Figure 1. I/O nets highlighted (run 1).
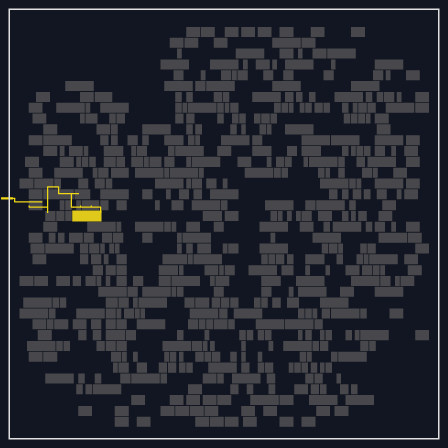
Figure 2. M2 wires (run 1).
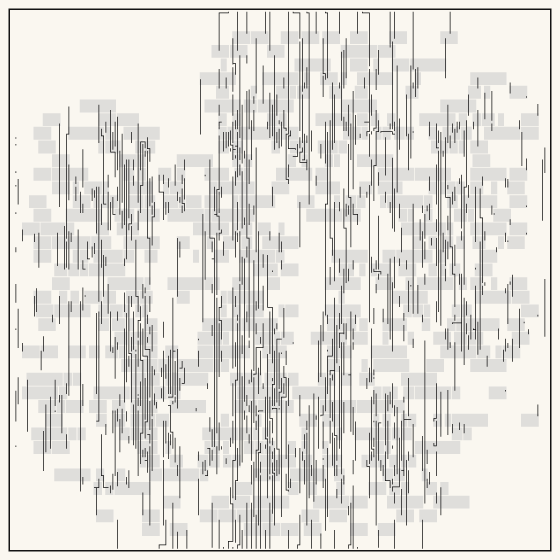
Figure 3. Placement view (run 1).
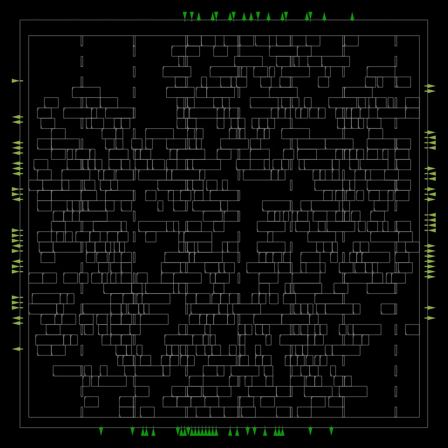
===== config.mk =====
export PLATFORM = sky130hd
export DESIGN_NAME = operand_issue_stage
export DESIGN_NICKNAME = d
export VERILOG_FILES = /design/src/rtl/operand_issue_stage.sv
export SDC_FILE = /design/constraint.sdc
export NUM_CORES = 1
export LEC_CHECK = 0
export ABC_CLOCK_PERIOD_IN_PS = 2700
export CORE_MARGIN = 2
export CORE_UTILIZATION = 35
export CTS_CLUSTER_DIAMETER = 50
export DETAILED_ROUTE_END_ITERATION = 7
export SYNTH_ARGS = -nofsm -noshare
export SYNTH_HDL_FRONTEND = slang
export SYNTH_SLANG_ARGS = --single-unit

===== constraint.sdc =====
create_clock -name clk -period 2.7 [get_ports clk]
set_input_delay 0.54 -clock clk [delete_from_list [all_inputs] [get_ports clk]]
set_output_delay 0.54 -clock clk [all_outputs]
set_load 0.005 [all_outputs]

===== src/rtl/operand_issue_stage.sv =====
// Registered operand-select stage: decodes the opcode and steers rs1, rs2 or
// the immediate onto the two ALU operand buses. The valid/ready handshake on
// each side is decoupled by an output register plus one skid entry. Illegal
// opcodes are flagged with the entry and tallied in a saturating counter.
module operand_issue_stage #(
  parameter int N    = 16,
  parameter int OPW  = 4,
  parameter int IMMW = 8,
  parameter int CNTW = 8
) (
  input  logic            clk,
  input  logic            rst_n,
  input  logic            in_valid,
  output logic            in_ready,
  input  logic [OPW-1:0]  opcode,
  input  logic [N-1:0]    rs1_in,
  input  logic [N-1:0]    rs2_in,
  input  logic [IMMW-1:0] imm_in,
  output logic            out_valid,
  input  logic            out_ready,
  output logic [N-1:0]    op_a,
  output logic [N-1:0]    op_b,
  output logic [OPW-1:0]  opcode_out,
  output logic            illegal,
  output logic [CNTW-1:0] illegal_cnt
);

  typedef struct packed {
    logic [N-1:0]   a;
    logic [N-1:0]   b;
    logic [OPW-1:0] op;
    logic           ill;
  } ent_t;

  localparam logic [OPW-1:0] OP_RR_MAX = OPW'(4);
  localparam logic [OPW-1:0] OP_RI_MAX = OPW'(7);
  localparam logic [OPW-1:0] OP_LI     = OPW'(8);

  ent_t dec, out_q, skid_q;
  logic out_vld, skid_vld;
  logic in_xfer, out_xfer;

  // Ready depends only on registered skid occupancy, so out_ready never
  // reaches in_ready combinationally.
  assign in_ready  = !skid_vld;
  assign in_xfer   = in_valid & in_ready;
  assign out_xfer  = out_vld & out_ready;

  assign out_valid  = out_vld;
  assign op_a       = out_q.a;
  assign op_b       = out_q.b;
  assign opcode_out = out_q.op;
  assign illegal    = out_q.ill;

  // Opcode decode into an operand entry; codes above 0x8 (any width) are illegal.
  always_comb begin
    dec    = '0;
    dec.op = opcode;
    if (opcode <= OP_RR_MAX) begin
      dec.a = rs1_in;
      dec.b = rs2_in;
    end else if (opcode <= OP_RI_MAX) begin
      dec.a = rs1_in;
      dec.b = N'($signed(imm_in));
    end else if (opcode == OP_LI) begin
      dec.b = N'(imm_in);
    end else begin
      dec.ill = 1'b1;
    end
  end

  // Output register + skid entry. With skid valid, in_ready is low so no new
  // entry can arrive; the skid simply drains into the output on a transfer.
  always_ff @(posedge clk) begin
    if (!rst_n) begin
      out_vld  <= 1'b0;
      out_q    <= '0;
      skid_vld <= 1'b0;
      skid_q   <= '0;
    end else if (skid_vld) begin
      if (out_xfer) begin
        out_q    <= skid_q;
        skid_vld <= 1'b0;
      end
    end else if (!out_vld || out_xfer) begin
      out_vld <= in_xfer;
      if (in_xfer) out_q <= dec;
    end else if (in_xfer) begin
      skid_q   <= dec;
      skid_vld <= 1'b1;
    end
  end

  // Saturating count of accepted illegal opcodes; cleared only by reset.
  always_ff @(posedge clk) begin
    if (!rst_n) illegal_cnt <= '0;
    else if (in_xfer && dec.ill && (illegal_cnt != {CNTW{1'b1}}))
      illegal_cnt <= illegal_cnt + 1'b1;
  end

endmodule


==> flow_metrics.env, run 1 <==
# source this file to load flow results
export IMPL_status="finished, final reports clean"
export IMPL_worst_slack_ns=0.3987
export IMPL_seq_area_sq_mm=0.001683
export IMPL_drc=0
export IMPL_design_seq_count=84
export IMPL_powerComb_uw=489
export IMPL_postCtsSetupBuffers=0
export IMPL_holdWs_ns=0.4604
export IMPL_place_area_sq_mm=0.004795
export IMPL_synth_most_common_cell="dfxtp_1"
export IMPL_crit_start="skid_vld$_SDFF_PN0_"
export IMPL_placed_cells=662
export IMPL_power_density_mw_per_mm2=535.6
export IMPL_top_register="skid_q"
export IMPL_ant_nets=0
export IMPL_aoi_share_pct=28.33
export IMPL_nWellTaps=136
export IMPL_yosysTopAreaCell="dfxtp_1"
export IMPL_dr_total_vias=3604
export IMPL_slowest_delay_ns=0.60
export IMPL_whs_path_depth=2
export IMPL_stdcell_count=678
export IMPL_seq_area_share_pct=33.85
export IMPL_highest_layer="met4"
export IMPL_rr_worst_depth=5
export IMPL_cts_sinks=84
export IMPL_use_met1_pct=24.06
export IMPL_cap_violations=0
export IMPL_warning_count=26
export IMPL_die_h_microns=107.5
export IMPL_common_cells="dfxtp_1, a21oi_1, nand2_1, nor2_1, o21ai_0"
export IMPL_power_frac_clock_pct=31.1
export IMPL_io_pins=95
export IMPL_die_area_sq_mm=0.01156
export IMPL_synth_simple_gate_area_share_pct=19.39
export IMPL_dp_hpwl_mm=6.770
export IMPL_critPathTopFamily="buffers and inverters"
export IMPL_cts_resized=0
export IMPL_logic_gate_count=330
export IMPL_drive_above_1_share_pct=6.642
export IMPL_rsz0062_at_grt="false"
export IMPL_worstSkewPairLatency_ns=0.36
export IMPL_top_usage_layer="met2"
export IMPL_finalClockPeriodUsage_pct=85.23
export IMPL_grt_util_all_layers_pct=18.16
export IMPL_hold_path_class="flip-flop to flip-flop"
export IMPL_setup_violations=0
export IMPL_grt_antenna_before_repair=0
export IMPL_viasPerCell=5.316
export IMPL_slew_headroom_pct=62.21
export IMPL_seq_power_mw=1.34
export IMPL_sh_comb_area_pct=37.40
export IMPL_syn_avg_cell_area_sq_um=8.152
export IMPL_wl_per_cell_microns=15.03
export IMPL_min_delay_start="skid_q[4]$_SDFFE_PN0P_"
export IMPL_leakage_nw=1.765
export IMPL_cts_root_buf="clkbuf_8"
export IMPL_dp_slack_ns=0.3002
export IMPL_postCtsHoldBufs=0
export IMPL_met1_length_mm=4.772
export IMPL_use_met2_pct=29.42
export IMPL_synth_flop_count=84
export IMPL_yosys_area_sq_mm=0.003750
export IMPL_min_period_ns=2.301
export IMPL_xor_share_pct=0.4671
export IMPL_gp_congestion=0.7623
export IMPL_area_growth_pct=32.57
export IMPL_cts_made_buffers=9
export IMPL_endpoint_kind="primary output"
export IMPL_edf_count=0
export IMPL_reg2reg_slack_ns=1.06
export IMPL_syn_cell_area_sq_mm=0.003750
export IMPL_crit_path_top_delay_cell="clkdlybuf4s50_1"
export IMPL_final_nets=586
export IMPL_min_to="skid_q[4]$_SDFFE_PN0P_"
export IMPL_synthCells=460
export IMPL_lay_top_count="clkdlybuf4s50_1"
export IMPL_top_power_group="registers"
export IMPL_hold_viol=0
export IMPL_synth_seq_share_pct=44.84
export IMPL_synthArstFlopShare_pct=0
export IMPL_cp_depth=2
export IMPL_pg_clk_uw=829
export IMPL_nClkBuffers=10
export IMPL_mux_area_share_pct=1.068
export IMPL_die_w_microns=107.5
export IMPL_grt_max_degree=64
export IMPL_nonClockInverterCount=5
export IMPL_cp_endpoint="in_ready"
export IMPL_drt_wl_total_mm=10.19
export IMPL_r2r_end="skid_q[5]$_SDFFE_PN0P_"
export IMPL_buffers=107
export IMPL_fmax_mhz=434.5
export IMPL_total_power_mw=2.663
export IMPL_drt_iter0_markers=179
export IMPL_diodes=0
export IMPL_lay_top_cells="clkdlybuf4s50_1, dfxtp_1, a21oi_1"
export IMPL_required_ns=2.16
export IMPL_path_cells="inv_1 > clkdlybuf4s50_1"
export IMPL_synthAdderAreaFrac_pct=0.3337
export IMPL_cts_clk_slew_worst_paths_ns=0.09
export IMPL_htree_levels=3
export IMPL_syn_num_nets=509
export IMPL_critPathMaxFanout=19
export IMPL_ff_type="dfxtp_1"
export IMPL_switching_share_pct=28.48
export IMPL_worst_pin_slew_ns=0.5631
export IMPL_fp_util_pct=36.16
export IMPL_drt_pass1_iter_count=5
Notes on Figure 1 above:
Key: out_valid = yellow [direction output, end cells 1, wire 42.2 microns]

Notes on Figure 2 above:
The layer holds 46% of the routed length. The longest straight run is 41.5 microns. The layer carries 4720 microns of wire. The wires run mostly vertical.

Notes on Figure 3 above:
Core Util, Final: 47.94%
Core Rows: 37
# fillers: 1021
Core Region: 0.01037 sq mm

Figure 4. Placed cells, one colour a class (run 1).
Fill, decap, tap and diode cells in grey.
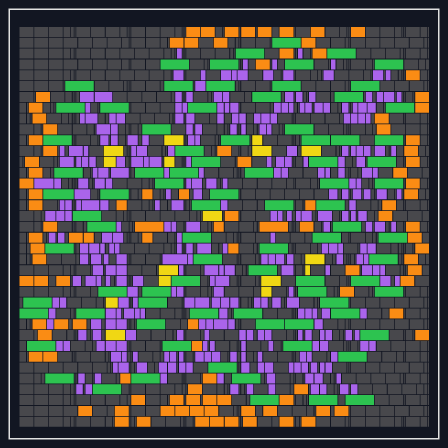

==> run 2, diff against run 1 <==
--- a/config.mk
+++ b/config.mk
@@ -7,9 +7,10 @@
 export LEC_CHECK = 0
 export ABC_CLOCK_PERIOD_IN_PS = 2700
 export CORE_MARGIN = 2
-export CORE_UTILIZATION = 35
+export CORE_UTILIZATION = 40
 export CTS_CLUSTER_DIAMETER = 50
 export DETAILED_ROUTE_END_ITERATION = 7
+export PLACE_DENSITY = 0.67
 export SYNTH_ARGS = -nofsm -noshare
 export SYNTH_HDL_FRONTEND = slang
 export SYNTH_SLANG_ARGS = --single-unit
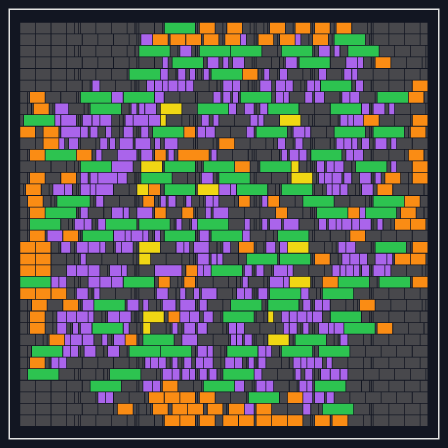
Figure 5: run 2, placed cells, one colour a class.
Fill, decap, tap and diode cells in grey.
Key: remaining buffers and delay cells = orange [cells 110, share of their area 22%]; clock drivers and dummy loads = yellow [cells 16, share of their area 3.5%]; registers = green [cells 84, share of their area 35%]; remaining logic cells = purple [cells 335, share of their area 39%]

==> run 2 against run 1 <==
Against the previous run: design area decreased by 0.55%; sequential share of layout area increased by 0.19 points; flip-flop count unchanged; fmax increased by 7.4%; register-to-register slack got worse by 0.13 ns; utilization increased by 6.1 points; synthesized area unchanged; global-route usage increased by 2.1 points; die size decreased by 12%.
==> flow_metrics.env, run 2 <==
# source this file to load flow results
export IMPL_slowest_delay_ns=0.62
export IMPL_crit_path_top_delay_cell="dfxtp_2"
export IMPL_die_h_microns=100.8
export IMPL_worst_slack_ns=0.5580
export IMPL_cp_start_kind="flip-flop"
export IMPL_lay_top_count="clkdlybuf4s50_1"
export IMPL_yosysCellCount=460
export IMPL_setup_violations=0
export IMPL_design_seq_count=84
export IMPL_min_period_ns=2.142
export IMPL_mux_area_share_pct=1.068
export IMPL_largest_reg_flops=37
export IMPL_synthArstFlopShare_pct=0
export IMPL_power_density_mw_per_mm2=533.5
export IMPL_maxSlewViolCount=0
export IMPL_critPathMaxFanout=21
export IMPL_yosysTopAreaCellShare_pct=44.84
export IMPL_cts_clk_slew_worst_paths_ns=0.09
export IMPL_synth_simple_gate_area_share_pct=19.39
export IMPL_hold_path_class="flip-flop to flip-flop"
export IMPL_synthCells=460
export IMPL_synth_flop_count=84
export IMPL_fp_util_pct=40.97
export IMPL_place_area_sq_mm=0.004773
export IMPL_p_sw_uw=717.1
export IMPL_logic_gate_count=330
export IMPL_pg_clk_uw=802
export IMPL_path_cells="inv_1 > clkdlybuf4s50_1"
export IMPL_synthAdderAreaFrac_pct=0.3337
export IMPL_use_met1_pct=27.19
export IMPL_grt_max_degree=60
export IMPL_seq_area_sq_mm=0.001683
export IMPL_critPathTopFamily="buffers and inverters"
export IMPL_top_power_group="registers"
export IMPL_worst_pin_slew_ns=0.6092
export IMPL_die_area_sq_mm=0.01016
export IMPL_grtUsageMet3_pct=3.606
export IMPL_cts_sinks=84
export IMPL_common_cells="dfxtp_1, a21oi_1, nand2_1, nor2_1, o21ai_0"
export IMPL_buf_share_pct=21.72
export IMPL_whs_path_depth=2
export IMPL_wl_met3_microns=449
export IMPL_seqPwrFrac_pct=51.1
export IMPL_syn_avg_cell_area_sq_um=8.152
export IMPL_met1_length_mm=4.979
export IMPL_grt_antenna_before_repair=0
export IMPL_lay_top_cells="clkdlybuf4s50_1, dfxtp_1, a21oi_1"
export IMPL_core_sq_mm=0.009153
export IMPL_drc=0
export IMPL_cts_resized=0
export IMPL_cts_root_buf="clkbuf_8"
export IMPL_highest_layer="met4"
export IMPL_io_pins=95
export IMPL_cts_buffer_depth=2
export IMPL_nWellTaps=111
export IMPL_yosysTopAreaCell="dfxtp_1"
export IMPL_drive_above_1_share_pct=6.972
export IMPL_cp_endpoint="in_ready"
export IMPL_htree_levels=3
export IMPL_endpoint_kind="primary output"
export IMPL_design_area_sq_mm=0.004943
export IMPL_crit_arrival_ns=1.60
export IMPL_fmax_mhz=466.9
export IMPL_holdWs_ns=0.4588
export IMPL_gr_total_overflow=0
export IMPL_drt_wl_total_mm=10.07
export IMPL_syn_cell_area_sq_mm=0.003750
export IMPL_synth_most_common_cell="dfxtp_1"
export IMPL_total_power_mw=2.637
export IMPL_fill_cells=862
export IMPL_diodes=0
export IMPL_comb_power_share_pct=18.5
export IMPL_leakage_nw=1.779
export IMPL_grt_util_all_layers_pct=20.27
export IMPL_edf_count=0
export IMPL_drt_pass1_iter_count=4
export IMPL_switching_share_pct=27.19
export IMPL_drt_iter0_markers=155
export IMPL_area_growth_pct=31.83
export IMPL_syn_num_nets=509
export IMPL_top_usage_layer="met2"
export IMPL_nClkBuffers=12
export IMPL_stdcell_count=656
export IMPL_rr_worst_depth=4
export IMPL_internal_power_mw=1.920
export IMPL_rsz0062_at_grt="false"
export IMPL_worstSkewPairLatency_ns=0.35
export IMPL_rows=35
export IMPL_buffers=110
export IMPL_ant_nets=0
export IMPL_die_w_microns=100.8
export IMPL_tritoncts="built"
export IMPL_xor_share_pct=0.4671
export IMPL_viasPerCell=5.573
export IMPL_warning_count=26
export IMPL_cp_buffers_inverters=2
export IMPL_seq_area_share_pct=34.04
export IMPL_final_nets=589
export IMPL_postCtsSetupBuffers=0
export IMPL_comb_area_sq_mm=0.001859
export IMPL_top_register="skid_q"
export IMPL_min_delay_start="skid_q[25]$_SDFFE_PN0P_"
export IMPL_dp_slack_ns=0.2663
export IMPL_slew_headroom_pct=59.11
export IMPL_worstSetupPathType="flip-flop to primary output"
export IMPL_synth_seq_share_pct=44.84
export IMPL_min_to="skid_q[25]$_SDFFE_PN0P_"
export IMPL_r2r_end="skid_q[5]$_SDFFE_PN0P_"
export IMPL_power_frac_clock_pct=30.4
export IMPL_nonClockInverterCount=5
export IMPL_crit_start="skid_vld$_SDFF_PN0_"
export IMPL_placed_cells=640
export IMPL_hold_viol=0
export IMPL_dp_hpwl_mm=6.736
export IMPL_required_ns=2.16
export IMPL_cp_depth=2
export IMPL_cts_made_buffers=9
export IMPL_finalClockPeriodUsage_pct=79.33
export IMPL_ff_type="dfxtp_1"
export IMPL_yosys_area_sq_mm=0.003750
export IMPL_sh_comb_area_pct=37.61
export IMPL_dr_total_vias=3656
export IMPL_use_met2_pct=32.67
export IMPL_gp_congestion=0.8492
export IMPL_aoi_share_pct=28.33
export IMPL_reg2reg_slack_ns=0.93
export IMPL_fin_setup_tns_ns=0
export IMPL_worst_ir_drop_vdd_mv=0.2591
export IMPL_seq_power_mw=1.35
export IMPL_postCtsHoldBufs=0
export IMPL_reg2reg_from="skid_vld$_SDFF_PN0_"
export IMPL_cap_violations=0
export IMPL_post_route_util_pct=54.01
export IMPL_status="finished, final reports clean"
export IMPL_fin_skew_ns=0.01150
export IMPL_wl_per_cell_microns=15.35
export IMPL_powerComb_uw=488
